### Placed cells, one colour a class

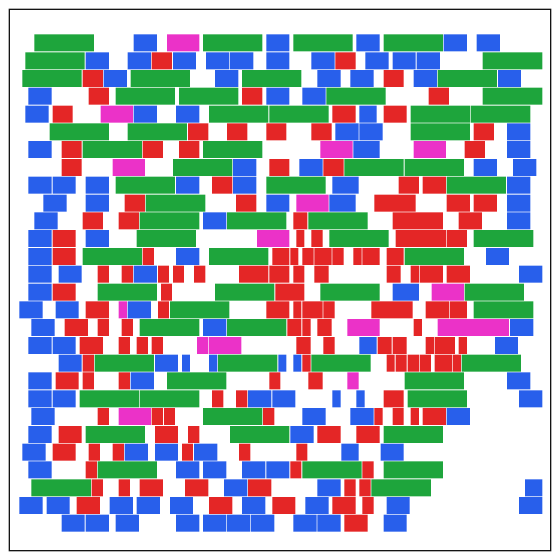
### Clock nets

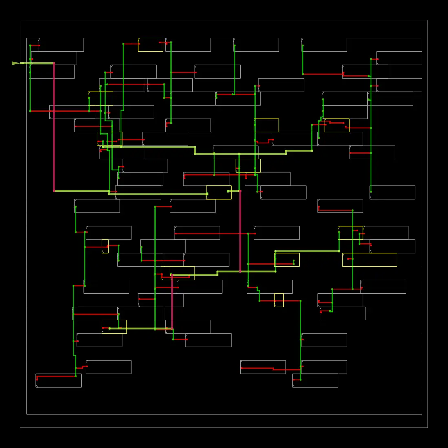
--- src/rtl/pbus_arb_pkg.sv ---
// Shared definitions for the two-master peripheral-bus arbiter.
package pbus_arb_pkg;

  typedef enum logic [1:0] {
    IDLE   = 2'b00,
    ACCESS = 2'b01,
    RESP   = 2'b10
  } state_t;

  localparam logic M0 = 1'b0;
  localparam logic M1 = 1'b1;

  localparam int TIMEOUT_DEF = 15;

endpackage

--- src/rtl/pbus_arb_pick.sv ---
// Combinational two-request picker.
// PBUS_ARB_RR_EN defined: round-robin on contention (grant != last_gnt).
// PBUS_ARB_RR_EN undefined: fixed priority, m0 always wins.
module pbus_arb_pick
  import pbus_arb_pkg::*;
(
  input  logic [1:0] req,
  input  logic       last_gnt,
  output logic       gnt,
  output logic       valid
);

`ifndef PBUS_ARB_RR_EN
  // Grant history plays no part in fixed-priority arbitration.
  logic unused_last_gnt;
  assign unused_last_gnt = last_gnt;
`endif

  // Winner selection: a lone requester always wins; contention per build mode.
  always_comb begin
    valid = |req;
    gnt   = M0;
    if (req == 2'b10) begin
      gnt = M1;
    end else if (req == 2'b11) begin
`ifdef PBUS_ARB_RR_EN
      gnt = ~last_gnt;
`else
      gnt = M0;
`endif
    end
  end

endmodule

--- src/rtl/pbus_arb.sv ---
// pbus_arb: two-master arbiter / sequencer for the 16-bit peripheral bus.
// One access at a time: IDLE -> ACCESS (strobes out, wait i_rdy or watchdog)
// -> RESP (one-cycle ack) -> IDLE. Optional round-robin via PBUS_ARB_RR_EN.
module pbus_arb
  import pbus_arb_pkg::*;
#(
  parameter int AW      = 2,
  parameter int TIMEOUT = TIMEOUT_DEF
)(
  input  logic          i_clk,
  input  logic          i_rst_n,
  input  logic          i_m0_req,
  input  logic          i_m0_we,
  input  logic [AW-1:0] i_m0_addr,
  input  logic [15:0]   i_m0_wdata,
  output logic          o_m0_ack,
  output logic          o_m0_err,
  output logic [15:0]   o_m0_rdata,
  input  logic          i_m1_req,
  input  logic          i_m1_we,
  input  logic [AW-1:0] i_m1_addr,
  input  logic [15:0]   i_m1_wdata,
  output logic          o_m1_ack,
  output logic          o_m1_err,
  output logic [15:0]   o_m1_rdata,
  output logic          o_sel,
  output logic          o_we,
  output logic          o_re,
  output logic [AW-1:0] o_addr,
  output logic [15:0]   o_wdata,
  input  logic [15:0]   i_rdata,
  input  logic          i_rdy
);

  localparam int             CW       = $clog2(TIMEOUT + 1);
  localparam logic [CW-1:0]  CNT_LAST = CW'(TIMEOUT - 1);

  state_t        state;
  logic          last_gnt;
  logic          gnt_idx;
  logic          cmd_we;
  logic [CW-1:0] cnt;

  logic          pick_gnt;
  logic          pick_vld;
  logic          nxt_we;
  logic [AW-1:0] nxt_addr;
  logic [15:0]   nxt_wdata;
  logic [15:0]   rd_cap;

  pbus_arb_pick u_pick (
    .req      ({i_m1_req, i_m0_req}),
    .last_gnt (last_gnt),
    .gnt      (pick_gnt),
    .valid    (pick_vld)
  );

  assign nxt_we    = (pick_gnt == M1) ? i_m1_we    : i_m0_we;
  assign nxt_addr  = (pick_gnt == M1) ? i_m1_addr  : i_m0_addr;
  assign nxt_wdata = (pick_gnt == M1) ? i_m1_wdata : i_m0_wdata;

  // Writes and aborted accesses return zero data.
  assign rd_cap = (i_rdy && !cmd_we) ? i_rdata : '0;

  // Sequencer FSM with registered bus strobes and master responses.
  always_ff @(posedge i_clk or negedge i_rst_n) begin
    if (!i_rst_n) begin
      state      <= IDLE;
      last_gnt   <= M1;
      gnt_idx    <= M0;
      cmd_we     <= 1'b0;
      cnt        <= '0;
      o_sel      <= 1'b0;
      o_we       <= 1'b0;
      o_re       <= 1'b0;
      o_addr     <= '0;
      o_wdata    <= '0;
      o_m0_ack   <= 1'b0;
      o_m0_err   <= 1'b0;
      o_m0_rdata <= '0;
      o_m1_ack   <= 1'b0;
      o_m1_err   <= 1'b0;
      o_m1_rdata <= '0;
    end else begin
      case (state)
        IDLE: begin
          if (pick_vld) begin
            state    <= ACCESS;
            gnt_idx  <= pick_gnt;
            last_gnt <= pick_gnt;
            cmd_we   <= nxt_we;
            o_addr   <= nxt_addr;
            o_wdata  <= nxt_wdata;
            cnt      <= '0;
            o_sel    <= 1'b1;
            o_we     <= nxt_we;
            o_re     <= ~nxt_we;
          end
        end
        ACCESS: begin
          // Ready wins over watchdog expiry on the same edge.
          if (i_rdy || cnt == CNT_LAST) begin
            state <= RESP;
            o_sel <= 1'b0;
            o_we  <= 1'b0;
            o_re  <= 1'b0;
            if (gnt_idx == M1) begin
              o_m1_ack   <= 1'b1;
              o_m1_err   <= ~i_rdy;
              o_m1_rdata <= rd_cap;
            end else begin
              o_m0_ack   <= 1'b1;
              o_m0_err   <= ~i_rdy;
              o_m0_rdata <= rd_cap;
            end
          end else begin
            cnt <= cnt + 1'b1;
          end
        end
        RESP: begin
          state      <= IDLE;
          o_m0_ack   <= 1'b0;
          o_m0_err   <= 1'b0;
          o_m0_rdata <= '0;
          o_m1_ack   <= 1'b0;
          o_m1_err   <= 1'b0;
          o_m1_rdata <= '0;
        end
        default: state <= IDLE;
      endcase
    end
  end

endmodule

--- config.mk ---
export PLATFORM = sky130hd
export DESIGN_NAME = pbus_arb
export DESIGN_NICKNAME = d
export VERILOG_FILES = /design/src/rtl/pbus_arb_pkg.sv /design/src/rtl/pbus_arb_pick.sv /design/src/rtl/pbus_arb.sv
export SDC_FILE = /design/constraint.sdc
export NUM_CORES = 1
export LEC_CHECK = 0
export CAP_MARGIN = 20
export CORE_UTILIZATION = 43
export DETAILED_ROUTE_END_ITERATION = 6
export GPL_TIMING_DRIVEN = 0
export PLACE_DENSITY_LB_ADDON = 0.12
export SYNTH_ARGS = -nofsm -noshare
export SYNTH_HDL_FRONTEND = slang
export SYNTH_SLANG_ARGS = --single-unit
export TNS_END_PERCENT = 50
--- constraint.sdc ---
create_clock -name i_clk -period 2.1 [get_ports i_clk]
set_input_delay 0.21 -clock i_clk [delete_from_list [all_inputs] [get_ports i_clk]]
set_output_delay 0.21 -clock i_clk [all_outputs]
set_load 0.03 [all_outputs]
==> GITHUB_STEP_SUMMARY <==
### Yosys + OpenROAD results

| Metric | Value |
|---|---|
| DRT iter0 DRCs | 93 |
| CP Launch Type | flip-flop |
| Outcome | finished clean |
| Num tapcells | 75 |
| Seq/total area | 38.4% |
| Post-Place Worst Slack | 143 ps |
| Metal3 WL | 529 um |
| Yosys Warn Count | 0 |
| Top cells excl fill/tap | clkdlybuf4s50_1, dfrtp_1, o21ai_0 |
| Seq power | ~2.0 mW |
| Metal1 wirelength | 3270 um |
| Slowest stage cell, crit path | a31oi_1 |
| Max-slew violation count | 0 |
| H-tree levels | 3 |
| Drt pass-1 iters | 4 |
| Seq pwr share | 34.1% |
| Post-route ant nets | 0 |
| Die H | 82.6 um |
| Vias in the first global route | 2,294 |
| I/O pins | 116 |
| Core Box Area | 6100 um^2 |
| Top class by area | flip-flops and latches |
| Top cell excl fill/tap | clkdlybuf4s50_1 |
| Final GP Congestion | 0.795 |
| Max-Cap Viols | 0 |
| Nonclk inv count | 6 |
| Final worst-path cycle share | 88.3% |
| FF+latch count, synth | 65 |
| Global route hottest layer | met2 |
| Mapped Cells | 222 |
| Final hold vios | 0 |
| Layout area overhead | 51.9% |
| N_diodes | 0 |
| # port buffers | 115 |
| Top FF cell, synth | dfrtp_1 |
| Post-cts resize count | 0 |
| CTS tree | yes |
| Root Buffer | clkbuf_8 |
| Internal power | between 3 and 4 mW |
About 'Placed cells, one colour a class':
magenta -> clock drivers and dummy loads  # cells 15
red -> combinational and other logic  # cells 144
green -> flops  # cells 65
blue -> other buffers and delay cells  # cells 129

About 'Clock nets':
clock net sink count: 65
Clock Power: 1.06 mW

==> stage by stage <==
stage               std cells  hold slack (ps)
finish                    428              479
global route              428              500
CTS                       428              493
detailed placement        412              361
global placement          412              483
floorplan                 222            -85.6
==> worst paths after layout <==
kind	startpoint	endpoint
setup / recovery	cnt[0]	o_m1_ack
hold / removal	i_rst_n	o_wdata[8]
setup reg to reg	cnt[0]	o_m1_ack
hold reg to reg	o_m0_rdata[13]	o_m0_rdata[13]
max in group asynchronous	i_rst_n	o_addr[0]
min in group i_clk	o_m0_rdata[13]	o_m0_rdata[13]
==> state kept, by name, indices dropped and copies added (netlist names), 2 cells and up <==
register and count:
state 2, cnt 4, o_m1_rdata 16, o_wdata 16, o_m0_rdata 16, o_addr 2
Power and IR drop assume default switching activity.
